===== src/rtl/ps2_cmd_ctrl.sv =====
`default_nettype none
// +----------------------------------------------------------------------------+
// | ps2_cmd_ctrl: host-to-device PS/2 command sequencer (inhibit, frame,       |
// | ACK bit, response byte). Define PS2_CMD_RETRY_EN to resend on 0xFE.       |
// | Revision: 1.0                                                              |
// +----------------------------------------------------------------------------+
module ps2_cmd_ctrl #(
  parameter int INHIBIT_CYCLES = 5000,
  parameter int TIMEOUT_CYCLES = 1000000,
  parameter int MAX_RETRY      = 2
) (
  input  logic       clk,
  input  logic       rst_n,
  input  logic       ps2_clk,
  input  logic       ps2_data,
  input  logic       cmd_valid,
  input  logic [7:0] cmd_byte,
  output logic       cmd_ready,
  input  logic       rx_valid,
  input  logic [7:0] rx_byte,
  output logic       ps2_clk_low,
  output logic       ps2_data_low,
  output logic       rx_hold,
  output logic       done,
  output logic       err,
  output logic [7:0] resp
);

  localparam int c_MAX_CYC = (TIMEOUT_CYCLES > INHIBIT_CYCLES) ? TIMEOUT_CYCLES : INHIBIT_CYCLES;
  localparam int c_CNT_W   = $clog2(c_MAX_CYC) + 1;
  localparam logic [c_CNT_W-1:0] c_INH_LAST = c_CNT_W'(INHIBIT_CYCLES - 1);
  localparam logic [c_CNT_W-1:0] c_TO_LAST  = c_CNT_W'(TIMEOUT_CYCLES - 1);
  localparam logic [7:0] c_ACK = 8'hFA;

  localparam logic [2:0] c_ST_IDLE    = 3'd0;
  localparam logic [2:0] c_ST_INHIBIT = 3'd1;
  localparam logic [2:0] c_ST_START   = 3'd2;
  localparam logic [2:0] c_ST_ACKBIT  = 3'd3;
  localparam logic [2:0] c_ST_RESP    = 3'd4;

  logic [2:0]         r_state;
  logic [2:0]         w_next;
  logic               r_clk_cur;
  logic               r_clk_prev;
  logic [c_CNT_W-1:0] r_cnt;
  logic [9:0]         r_shift;
  logic [3:0]         r_bit;
  logic               r_data_low;
  logic [7:0]         r_byte;
  logic [7:0]         r_resp;
  logic               w_neg_edge;
  logic               w_phase;
  logic               w_rx_resp;
  logic               w_timeout;
  logic               w_resend;

  assign w_neg_edge = r_clk_prev & ~r_clk_cur;
  assign w_phase    = (r_state == c_ST_START) | (r_state == c_ST_ACKBIT) | (r_state == c_ST_RESP);
  assign w_rx_resp  = (r_state == c_ST_RESP) & rx_valid;
  // A qualifying event in the expiry cycle takes priority over the timeout.
  assign w_timeout  = w_phase & (r_cnt == c_TO_LAST) & ~w_neg_edge & ~w_rx_resp;
  assign resp       = r_resp;

`ifdef PS2_CMD_RETRY_EN
  localparam int         c_RTY_W  = $clog2(MAX_RETRY + 1) + 1;
  localparam logic [7:0] c_RESEND = 8'hFE;
  logic [c_RTY_W-1:0] r_retry;

  assign w_resend = (rx_byte == c_RESEND) & (r_retry < c_RTY_W'(MAX_RETRY));

  always_ff @(posedge clk or negedge rst_n) begin
    if (!rst_n) begin
      r_retry <= '0;
    end else if ((r_state == c_ST_IDLE) && cmd_valid) begin
      r_retry <= '0;
    end else if (w_rx_resp && w_resend) begin
      r_retry <= r_retry + c_RTY_W'(1);
    end
  end
`else
  assign w_resend = 1'b0;
`endif

  always_ff @(posedge clk or negedge rst_n) begin
    if (!rst_n) r_state <= c_ST_IDLE;
    else        r_state <= w_next;
  end

  always_comb begin
    w_next = r_state;
    case (r_state)
      c_ST_IDLE:    if (cmd_valid) w_next = c_ST_INHIBIT;
      c_ST_INHIBIT: if (r_cnt == c_INH_LAST) w_next = c_ST_START;
      c_ST_START: begin
        if (w_timeout) w_next = c_ST_IDLE;
        else if (w_neg_edge && (r_bit == 4'd9)) w_next = c_ST_ACKBIT;
      end
      c_ST_ACKBIT: begin
        if (w_timeout) w_next = c_ST_IDLE;
        else if (w_neg_edge) w_next = ps2_data ? c_ST_IDLE : c_ST_RESP;
      end
      c_ST_RESP: begin
        if (w_timeout) w_next = c_ST_IDLE;
        else if (rx_valid) w_next = w_resend ? c_ST_INHIBIT : c_ST_IDLE;
      end
      default: w_next = c_ST_IDLE;
    endcase
  end

  always_comb begin
    cmd_ready    = 1'b0;
    rx_hold      = 1'b1;
    ps2_clk_low  = 1'b0;
    ps2_data_low = 1'b0;
    done         = 1'b0;
    err          = 1'b0;
    case (r_state)
      c_ST_IDLE: begin
        cmd_ready = 1'b1;
        rx_hold   = 1'b0;
      end
      c_ST_INHIBIT: begin
        ps2_clk_low  = 1'b1;
        ps2_data_low = (r_cnt == c_INH_LAST);
      end
      c_ST_START: begin
        ps2_data_low = r_data_low & ~w_timeout;
        err          = w_timeout;
      end
      c_ST_ACKBIT: err = w_timeout | (w_neg_edge & ps2_data);
      c_ST_RESP: begin
        done = rx_valid & (rx_byte == c_ACK);
        err  = w_timeout | (rx_valid & (rx_byte != c_ACK) & ~w_resend);
      end
      default: ;
    endcase
  end

  // Idle-high line history so reset never fakes a falling edge.
  always_ff @(posedge clk or negedge rst_n) begin
    if (!rst_n) begin
      r_clk_cur  <= 1'b1;
      r_clk_prev <= 1'b1;
    end else begin
      r_clk_cur  <= ps2_clk;
      r_clk_prev <= r_clk_cur;
    end
  end

  always_ff @(posedge clk or negedge rst_n) begin
    if (!rst_n) begin
      r_cnt <= '0;
    end else if ((w_next != r_state) || (r_state == c_ST_IDLE) || (w_phase && w_neg_edge)) begin
      r_cnt <= '0;
    end else begin
      r_cnt <= r_cnt + c_CNT_W'(1);
    end
  end

  // Frame is rebuilt from the latched byte on every START entry, covering resends.
  always_ff @(posedge clk or negedge rst_n) begin
    if (!rst_n) begin
      r_byte     <= '0;
      r_shift    <= '0;
      r_bit      <= '0;
      r_data_low <= 1'b0;
      r_resp     <= '0;
    end else begin
      if ((r_state == c_ST_IDLE) && cmd_valid) r_byte <= cmd_byte;
      if ((r_state == c_ST_INHIBIT) && (r_cnt == c_INH_LAST)) begin
        r_shift    <= {1'b1, ~^r_byte, r_byte};
        r_bit      <= '0;
        r_data_low <= 1'b1;
      end else if ((r_state == c_ST_START) && w_neg_edge) begin
        r_data_low <= ~r_shift[0];
        r_shift    <= {1'b0, r_shift[9:1]};
        r_bit      <= r_bit + 4'd1;
      end
      if (w_rx_resp) r_resp <= rx_byte;
    end
  end

endmodule
`default_nettype wire


===== config.mk =====
export PLATFORM = sky130hd
export DESIGN_NAME = ps2_cmd_ctrl
export DESIGN_NICKNAME = d
export VERILOG_FILES = /design/src/rtl/ps2_cmd_ctrl.sv
export SDC_FILE = /design/constraint.sdc
export NUM_CORES = 1
export LEC_CHECK = 0
export CELL_PAD_IN_SITES_DETAIL_PLACEMENT = 0
export CELL_PAD_IN_SITES_GLOBAL_PLACEMENT = 2
export CORE_ASPECT_RATIO = 0.5
export CORE_MARGIN = 4
export CORE_UTILIZATION = 33
export CTS_CLUSTER_DIAMETER = 60
export DETAILED_ROUTE_END_ITERATION = 12
export PLACE_DENSITY = 0.85
export SLEW_MARGIN = 10
export SYNTH_ARGS = -nofsm -noshare
export SYNTH_HDL_FRONTEND = slang
export SYNTH_SLANG_ARGS = --single-unit

===== constraint.sdc =====
create_clock -name clk -period 2.08 [get_ports clk]
set_input_delay 0.208 -clock clk [delete_from_list [all_inputs] [get_ports clk]]
set_output_delay 0.208 -clock clk [all_outputs]
set_load 0.1 [all_outputs]

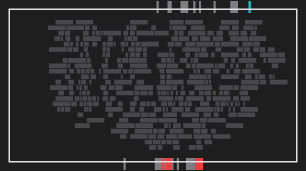
*I/O pins on the die edge*
Scale: 2 px per um. Pins as bars across the die edge, other pins in grey.
`resp`: marked red, pins 8, direction output, edge bottom. `rst_n`: marked cyan, pins 1, direction input, edge top.
All pins by edge: 21 bottom, 15 top.

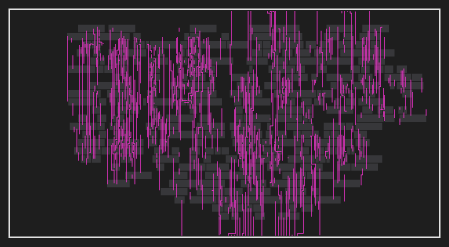
*The metal 2 layer*
Scale: 3 px per um. Cells faint in the background.
The layer holds 51% of the routed length. The layer carries 3890 um of wire. The wires run mostly vertical. The longest straight run is 38.2 um. 337 nets have wire on it.
final WL: 7610 um
via count: 2520
grt met2 use: 0.256

==> GITHUB_STEP_SUMMARY <==
## Implementation flow summary

| Metric | Value |
|---|---|
| Simple-Gate Area Share | `0.191` |
| Buffer share of cell area | `0.179` |
| Setup WS post-layout | `-409 ps` |
| Clock buffer depth | `2` |
| Biggest consumer | `clock` |
| Mux area share | `0.0932` |
| Cell taking the most area after synthesis | `dfrtp_1` |
| Failing checks | `negative setup slack` |
| GRT busiest layer | `met2` |
| Register share after synthesis | `0.475` |
| GR Layer Usage met1 | `0.177` |
| Status | `finished, violations left` |
| Final setup violating endpoints | `24` |
| Chip area | `10800 sq um` |
| I/O pins | `36` |
| DR iter-0 viols | `162` |
| Clk sinks | `57` |
| Synth cell count leaders | `55 x dfrtp_1, 18 x xnor2_1, 16 x mux2_2, 16 x nor4_1, 15 x nor2_1` |
| R2R Path Start | `r_cnt[7]$_DFF_PN0_` |
| Largest net degree at the start of global routing | `24` |
| Fin crit share | `1.20` |
| CTS Hold Bufs | `1` |
| Placeable Area | `8800 sq um` |
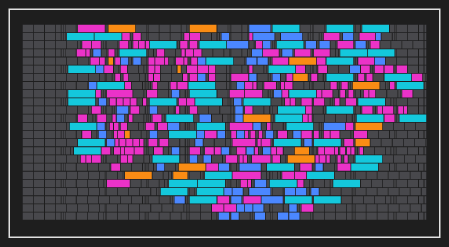
*Placed cells, one colour a class*
Scale: 3 px per um. Fill, decap, tap and diode cells in grey.
clock drivers and dummy loads: marked orange, cells 16, share of their area 7.1%. flops: marked cyan, cells 57, share of their area 35%. other buffers and delay cells: marked blue, cells 80, share of their area 19%. all other logic: marked magenta, cells 209, share of their area 40%.

## per-stage QoR
step           total power, W  cell area (sq um)  hold WS [ps]  setup TNS [ps]  setup WS [ps]
3_5_place_dp          0.00205               3880           154            -195           -120
3_3_place_gp          0.00203               3880           144            -150           -106
2_1_floorplan         0.00180               3120         -87.6           -1180           -374
6_report              0.00349               4280           300           -1540           -409
4_1_cts               0.00353               4260           286           -1150           -442
5_1_grt               0.00365               4280           295           -3430           -505
## state kept, by name, summed over array words and instances (netlist names)
signal and count:
r_state 3, r_cnt 21, r_byte 8, r_clk_prev 1, resp 8, r_bit 4, r_clk_cur 1, r_shift 10
r_data_low 1
## critical path: stages, from the launching register on
cell and delay, ps:
dfrtp_1 370, or4b_1 510, or4_4 440, or2_4 280, o221ai_4 160, buf_12 200
No activity file was given, so power comes from the tool's default toggle rates.
